==> src/rtl/FIFO_pkg.sv <==
// FIFO_pkg: shared FIFO width, reader FSM states and skid depth default.
package FIFO_pkg;
  localparam int FIFO_WIDTH = 16;
  localparam int SKID_DEPTH_DEF = 2;
  typedef enum logic [1:0] {IDLE, RUN, DRAIN} reader_state_e;
endpackage

==> src/rtl/fifo_reader_skid_buf.sv <==
// fifo_reader_skid_buf: circular skid buffer with occupancy count and head-entry output.
module fifo_reader_skid_buf #(
  parameter int W = 16,
  parameter int D = 2
) (
  input  logic                 clk,
  input  logic                 rst_n,
  input  logic                 push_i,
  input  logic                 pop_i,
  input  logic [W-1:0]         din_i,
  output logic [$clog2(D):0]   occ_o,
  output logic [W-1:0]         dout_o
);
  localparam int AW = $clog2(D);
  logic [W-1:0]  mem_q [D];
  logic [AW-1:0] wp_q, rp_q;
  logic [AW:0]   occ_q;
  always_ff @(posedge clk) begin
    if (!rst_n) begin
      for (int i = 0; i < D; i++) mem_q[i] <= '0;
      wp_q  <= '0;
      rp_q  <= '0;
      occ_q <= '0;
    end else begin
      if (push_i) mem_q[wp_q] <= din_i;
      wp_q  <= wp_q + AW'(push_i);
      rp_q  <= rp_q + AW'(pop_i);
      occ_q <= occ_q + (AW+1)'(push_i) - (AW+1)'(pop_i);
    end
  end
  assign occ_o  = occ_q;
  assign dout_o = mem_q[rp_q];
endmodule

==> src/rtl/fifo_stream_reader.sv <==
// fifo_stream_reader: pops a registered-read FIFO into a skid buffer and presents a valid/ready stream.
// Define FIFO_READER_STATS_EN to build the saturating word/stall counters; otherwise they read 0.
module fifo_stream_reader #(
  parameter int FIFO_WIDTH = FIFO_pkg::FIFO_WIDTH,
  parameter int SKID_DEPTH = FIFO_pkg::SKID_DEPTH_DEF
) (
  input  logic                  clk,
  input  logic                  rst_n,
  input  logic                  en,
  input  logic [FIFO_WIDTH-1:0] fifo_data_out,
  input  logic                  fifo_empty,
  input  logic                  fifo_underflow,
  output logic                  fifo_rd_en,
  output logic [FIFO_WIDTH-1:0] m_data,
  output logic                  m_valid,
  input  logic                  m_ready,
  output logic                  busy,
  output logic                  err_underflow,
  output logic [31:0]           stat_words,
  output logic [31:0]           stat_stalls
);
  import FIFO_pkg::*;
  localparam int OW = $clog2(SKID_DEPTH) + 1;
  reader_state_e state_q, state_d;
  logic          inflight_q, err_q, push, pop, room, drained;
  logic [OW-1:0] occ;
  fifo_reader_skid_buf #(.W(FIFO_WIDTH), .D(SKID_DEPTH)) u_skid (
    .clk(clk), .rst_n(rst_n), .push_i(push), .pop_i(pop),
    .din_i(fifo_data_out), .occ_o(occ), .dout_o(m_data)
  );
  assign pop     = m_valid && m_ready;
  assign push    = inflight_q && !fifo_underflow;
  // A pop this cycle frees a slot, which keeps 1 word/cycle with a 2-entry buffer.
  assign room    = (occ + OW'(inflight_q)) < (OW'(SKID_DEPTH) + OW'(pop));
  assign drained = (occ == '0) && !inflight_q;
  assign fifo_rd_en    = rst_n && (state_q == RUN) && en && !fifo_empty && room;
  assign m_valid       = occ != '0;
  assign busy          = state_q != IDLE;
  assign err_underflow = err_q;
  always_comb begin
    state_d = state_q;
    state_d = en ? RUN : ((state_q == IDLE) || drained) ? IDLE : DRAIN;
  end
  always_ff @(posedge clk) begin
    if (!rst_n) begin
      state_q    <= IDLE;
      inflight_q <= 1'b0;
      err_q      <= 1'b0;
    end else begin
      state_q    <= state_d;
      inflight_q <= fifo_rd_en;
      err_q      <= err_q | (inflight_q & fifo_underflow);
    end
  end
`ifdef FIFO_READER_STATS_EN
  logic [31:0] words_q, stalls_q;
  always_ff @(posedge clk) begin
    if (!rst_n) begin
      words_q  <= '0;
      stalls_q <= '0;
    end else begin
      words_q  <= words_q + 32'(pop && (words_q != '1));
      stalls_q <= stalls_q + 32'(m_valid && !m_ready && (stalls_q != '1));
    end
  end
  assign stat_words  = words_q;
  assign stat_stalls = stalls_q;
`else
  assign stat_words  = '0;
  assign stat_stalls = '0;
`endif
endmodule

==> config.mk <==
export PLATFORM = sky130hd
export DESIGN_NAME = fifo_stream_reader
export DESIGN_NICKNAME = d
export VERILOG_FILES = /design/src/rtl/FIFO_pkg.sv /design/src/rtl/fifo_reader_skid_buf.sv /design/src/rtl/fifo_stream_reader.sv
export SDC_FILE = /design/constraint.sdc
export NUM_CORES = 1
export LEC_CHECK = 0
export CAP_MARGIN = 20
export CORE_MARGIN = 2
export CORE_UTILIZATION = 25
export CTS_CLUSTER_SIZE = 16
export DETAILED_ROUTE_END_ITERATION = 10
export GPL_TIMING_DRIVEN = 1
export PLACE_DENSITY = 0.65
export SLEW_MARGIN = 20
export SYNTH_ARGS = -nofsm -noshare
export SYNTH_HDL_FRONTEND = slang
export SYNTH_SLANG_ARGS = --single-unit
==> constraint.sdc <==
create_clock -name clk -period 4.9 [get_ports clk]
set_input_delay 1.47 -clock clk [delete_from_list [all_inputs] [get_ports clk]]
set_output_delay 1.47 -clock clk [all_outputs]
set_load 0.01 [all_outputs]
Run 1, wires at chosen ports, followed through buffers:
(4 px per micron)
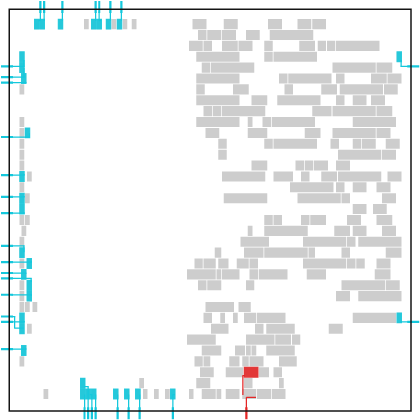
[cyan] stat_stalls | bits: 32 | direction: output | edge: 15 left, 8 bottom, 7 top, 2 right | end cells: 32 | buffers: 0 | wire: 119 microns
[red] fifo_rd_en | bits: 1 | direction: output | edge: bottom | end cells: 1 | buffers: 1 | wire: 10.4 microns

Run 1, wiring heat map:
(4 px per micron) The die is cut into 20 by 20 equal tiles; white is low, dark blue is high, scaled to the fullest tile. Values are wire area over tile area, all layers added.
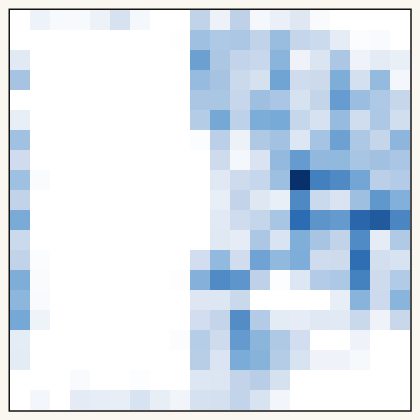
mean over tiles: 0.061
densest ninth of the die: middle right
nearly empty tiles: 46%
tiles over half the peak: 6.8%
emptiest ninth of the die: upper left
fullest tile: 0.38

Run 1, clock network drawn from the DEF:
(4 px per micron)
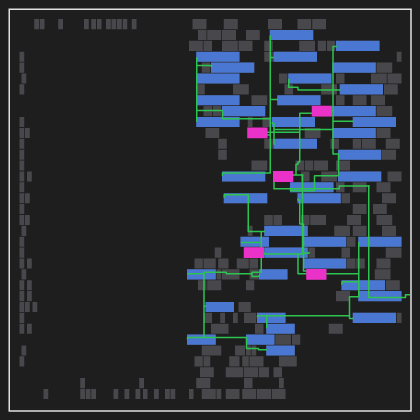
[magenta] clock drivers | count: 5
[green] clock wires | length: 516 microns
[blue] flip-flops | count: 41
routed clock nets: 6

==> run notes, run 1 <==
flow finished, numbers: Synth Flop Type edfxtp_1, Non-CTS buffers about 43, Post-Route WL between 3000 and 4000 microns, Die Height about 100 microns, Seq/total area 0.428, worst hold path type reg2reg, yosys aoi share 0.0211, Syn Inst Count roughly 200, critical path depth 5, Core Rows 35, Fin. Hold Viols 0, dpl ws 0.413 ns, Detail Route Antenna Nets 0, Crit path max-delay family buffers and inverters, root buf cell clkbuf_8, die width approximately 100 microns, Layout fillers 938, CTS clk-pin slew, worst paths roughly 0.07 ns, number of remaining DRC errors 0, Top cell area share 0.416, GPL Wtd Cong about 0.74, Synth Area in XOR/XNOR 0.0152, outcome finished, final reports clean, Chip Area around 10,000 sq um, Ys Warns 0, FP Util 0.253, most numerous cell in the Yosys netlist buf_4, Non-Clock Buffer Area Fraction 0.159, CTS sink count just over 40, inverter count 5, tool warnings 26, Worst Tran Pin Value ~0.84 ns, CTS hold repair buffers 0, Iter 0 DRT Violations 37, yosys adder share 0.0163, Leak about 0.0011 uW, Final Max Slew Viols 0, post-DP HPWL 2600 microns, initial antenna violation count 0, Max-Slew Margin vs Limit 0.443, max-cap violations 0
## run 1: layer usage
metal / share of wire / wire (microns) / track usage / vias to the layer above
li1: - / - / - / 602
met4: 0.013 / 47 / 0.0337 / 0
met3: 0.081 / 303 / 0.0202 / 4
met1: 0.42 / 1560 / 0.0768 / 599
met2: 0.49 / 1830 / 0.128 / 66
met5: 0 / 0 / 0 / -
## run 1: tightest hold or removal path: stages, from the launching register on
cell	delay [ns]
dfxtp_1	0.34
a21oi_1	0.04
nor2b_1	0.10
## run 1: where the power goes
part | switching, uW | total (uW) | internal [uW]
combinational | 96.5 | 224 | 127
sequential | 30.0 | 427 | 397
clock | 112 | 208 | 95.9
==> run 2, diff against run 1 <==
CORE_MARGIN = 5   (was 2)
Run 2, wiring heat map:
(4 px per micron) The die is cut into 21 by 21 equal tiles; white is low, dark blue is high, scaled to the fullest tile. Values are wire area over tile area, all layers added.
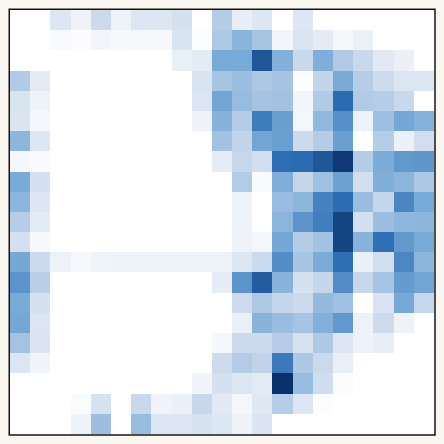
mean over tiles: 0.059
densest ninth of the die: middle right
nearly empty tiles: 43%

Run 2, wires at chosen ports, followed through buffers:
(4 px per micron)
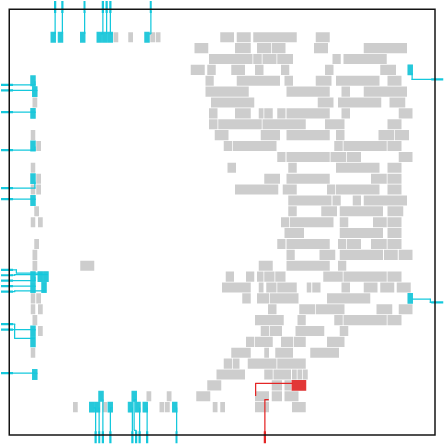
[cyan] stat_stalls | bits: 32 | direction: output | edge: 14 left, 9 bottom, 7 top, 2 right | end cells: 32 | buffers: 0 | wire: 214 microns
[red] fifo_rd_en | bits: 1 | direction: output | edge: bottom | end cells: 1 | buffers: 1 | wire: 21.5 microns

==> run 2 against run 1 <==
Net effect: area after synthesis is the same; die area grew 12%; flip-flop count is the same; power grew 7.2%; worst setup slack lost 0.095 ns; non-clock buffer count is the same; clock skew grew 0.0060 ns; wire length grew 7.5%; critical endpoint unchanged.
==> run notes, run 2 <==
flow finished, numbers: critical path depth 5 (unchanged), post-DP HPWL 2960 microns (was 2600 microns), Chip Area 11,300 sq um (was 10,000 sq um), Crit path max-delay family buffers and inverters (unchanged), Final Max Slew Viols 0 (unchanged), met3 usage 0.0200 (was 0.0202), wl on met1 1610 microns (was 1560 microns), die width 106 microns (was 100 microns), tool warnings 26 (unchanged), Core Rows 35 (unchanged), CTS clk-pin slew, worst paths 0.08 ns (was 0.07 ns), switch share 0.268 (was 0.278), metal2 WL 1960 microns (was 1830 microns), FP Util 0.253 (unchanged), WL met3 416 microns (was 303 microns), Worst Tran Pin Value 0.867 ns (was 0.836 ns), Leak 0.00112 uW (was 0.00111 uW), clock network fraction of design power 0.292 (was 0.243), Seq. pwr 426 uW (was 427 uW), highest routed layer met4 (unchanged), sequential power share 0.463 (was 0.497), GRT busiest layer met2 (unchanged), Syn Inst Count 195 (unchanged), most numerous cell in the Yosys netlist buf_4 (unchanged), Detail Route Antenna Nets 0 (unchanged), Top cell area share 0.416 (unchanged), switching pwr 247 uW (was 239 uW), Ys Warns 0 (unchanged), P_int 673 uW (was 620 uW), GPL Wtd Cong 0.664 (was 0.737), Power Combinational 225 uW (was 224 uW), Post-Route WL 4020 microns (was 3740 microns), Max-Slew Margin vs Limit 0.422 (was 0.443), Synth Flop Type edfxtp_1 (unchanged), Fin. Hold Viols 0 (unchanged), outcome finished, final reports clean (unchanged), number of remaining DRC errors 0 (unchanged)
-- run 2: cell counts after synthesis --
No cell type changed its count.
-- run 2: final cells by class --
class	count	area (sq um)	area share
clock buffer	5	68.8	0.0255
clock inverter	3	41.3	0.0153
inverter	5	18.8	0.00696
multi-input combinational	142	863	0.320
sequential	41	1140	0.423
tap	111	139	0.0515
timing repair buffer	43	425	0.158
-- run 2: cells by family (layout without fill, tap and decap cells) --
group | count (synthesis) | after routing | share of synthesized area
other | 1 | 64 | 0.00162
flip-flops | 41 | 41 | 0.494
AND/OR/NAND/NOR | 49 | 49 | 0.139
adder cells (fa/ha/maj) | 3 | 3 | 0.0163
buffers and inverters | 75 | 56 | 0.234
multiplexers | 16 | 16 | 0.0780
XOR/XNOR | 4 | 4 | 0.0152
AND-OR/OR-AND | 6 | 6 | 0.0211
==> run 3, diff against run 2 <==
CTS_CLUSTER_SIZE = 10   (was 16)
HOLD_SLACK_MARGIN = 0.03   (was unset)
Run 3, wiring heat map:
(4 px per micron) The die is cut into 21 by 21 equal tiles; white is low, dark blue is high, scaled to the fullest tile. Values are wire area over tile area, all layers added.
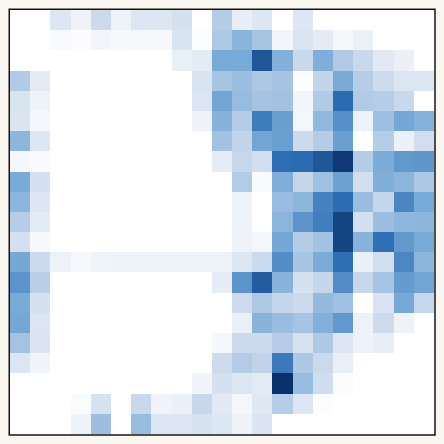
fullest tile: 0.34
nearly empty tiles: 43%
densest ninth of the die: middle right
tiles over half the peak: 10%
mean over tiles: 0.059
emptiest ninth of the die: upper left

Run 3, clock network drawn from the DEF:
(4 px per micron)
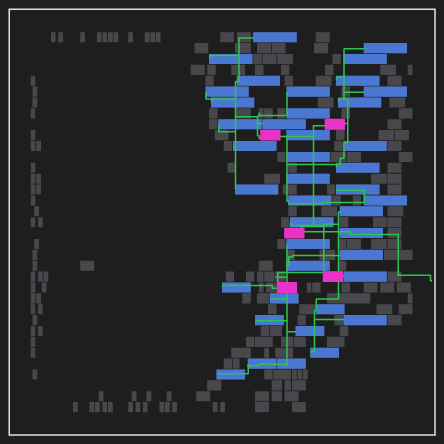
[blue] flip-flops | count: 41
[magenta] clock drivers | count: 5
[green] clock wires | length: 501 microns
routed clock nets: 6

==> run 3 against run 2 <==
Net effect: worst hold slack unchanged; via count is the same; sequential power about the same; die area did not move; synthesized cell count is the same; global-route usage unchanged; register-to-register slack is essentially flat; area after synthesis unchanged; design area unchanged; worst setup slack did not move; count of clock-buffer cells in the layout stayed put; non-clock buffer count did not move; critical endpoint unchanged.
==> run notes, run 3 <==
flow finished, numbers: Seq/total area 0.423 (unchanged), worst hold margin 0.514 ns (unchanged), CTS hold repair buffers 0 (unchanged), worst hold path type reg2reg (unchanged), Simple-Gate Area Share 0.139 (unchanged), Max-Slew Margin vs Limit 0.422 (unchanged), yosys adder share 0.0163 (unchanged), Crit path max-delay family buffers and inverters (unchanged), Post-Route WL 4020 microns (unchanged), max-cap violations 0 (unchanged), period utilization 0.931 (unchanged), Top class by area sequential cells (unchanged), Chip Area 11,300 sq um (unchanged), critical setup path kind in2out (unchanged), Sequential Area 1140 sq um (unchanged), slowest stage delay, CP 0.53 ns (about the same), Yosys reg bits 41 (unchanged), sequential power share 0.463 (about the same), die width 106 microns (unchanged), initial antenna violation count 0 (unchanged), PnR worst setup slack 0.338 ns (unchanged), P_int 673 uW (unchanged), post-DR vias/cell 3.63 (unchanged), logic area 863 sq um (unchanged), Leak 0.00112 uW (unchanged), clk cell area share 0.0408 (unchanged), Synth Area in XOR/XNOR 0.0152 (unchanged), Worst Tran Pin Value 0.867 ns (unchanged), inverter count 5 (unchanged), Fin. Hold Viols 0 (unchanged), area delta synth->final 16.9% (unchanged), tool warnings 26 (unchanged), Seq cells 41 (unchanged), clock network fraction of design power 0.292 (about the same), FP Util 0.253 (unchanged), root buf cell clkbuf_8 (unchanged), GPL Wtd Cong 0.664 (unchanged), Comb area share 0.320 (unchanged), most numerous cell in the Yosys netlist buf_4 (unchanged), Final Max Slew Viols 0 (unchanged), cell taking the most area after synthesis edfxtp_1 (unchanged), post-DP HPWL 2960 microns (unchanged), Top non-seq family buffers and inverters (unchanged), CTS tree built (unchanged), Hold Crit Start err_underflow$_SDFF_PN0_ (unchanged), Tapcells 111 (unchanged), number of remaining DRC errors 0 (unchanged), H-tree depth 2 (unchanged), switch share 0.268 (unchanged), Mux area share 0.0780 (unchanged), Non-Clock Buffer Area Fraction 0.158 (unchanged), TritonCTS Buffers 5 (unchanged), worst r2r path cells 3 (unchanged), Final Critical Period 4.56 ns (unchanged), switching pwr 247 uW (unchanged), CTS sink count 41 (unchanged), yosys aoi share 0.0211 (unchanged), Detail Route Antenna Nets 0 (unchanged), Synth Flop Type edfxtp_1 (unchanged), dpl ws 0.306 ns (unchanged), Ys Warns 0 (unchanged), Core Box Area 9110 sq um (unchanged), combinational power share 0.245 (about the same), Top cell area share 0.416 (unchanged), Non-CTS buffers 43 (unchanged), number of clock buffers in the layout 5 (unchanged), # setup viols final 0 (unchanged), Core Rows 35 (unchanged), fin area 2700 sq um (unchanged), Iter 0 DRT Violations 37 (unchanged), outcome finished, final reports clean (unchanged), most frequent logic cell in the layout conb_1 (unchanged), syn avg cell area 11.8 sq um (unchanged), Layout fillers 955 (unchanged), critical path depth 5 (unchanged), Syn Inst Count 195 (unchanged), largest net degree at the start of global routing 18 (unchanged), Die Height 106 microns (unchanged), multi-input logic cell count 142 (unchanged), CTS clk-pin slew, worst paths 0.08 ns (about the same)
-- run 3: cell counts after synthesis --
No cell type changed its count.
-- run 3: power by group through the flow --
stage	Combinational, uW	Clock, uW	Sequential (uW)
after global routing	244	290	432
after global placement	224	0	434
after floorplan	186	0	413
after detailed placement	226	0	436
after CTS	227	273	428
final	225	268	426
-- run 3: stage by stage --
stage                      util  std cells  power [uW]
after floorplan               -        258         599
after global placement    0.284        342         658
after detailed placement  0.284        342         661
after CTS                 0.296        350         928
after global routing      0.296        350         965
final                     0.296        350         920
-- run 3: metal layers --
metal / track usage / share of wire / up-vias
met5: 0 / 0 / -
met4: 0.0222 / 0.0087 / 0
met3: 0.0200 / 0.10 / 5
met2: 0.119 / 0.49 / 72
met1: 0.0812 / 0.40 / 589
li1: - / - / 603
No activity file was given, so power comes from the tool's default toggle rates.
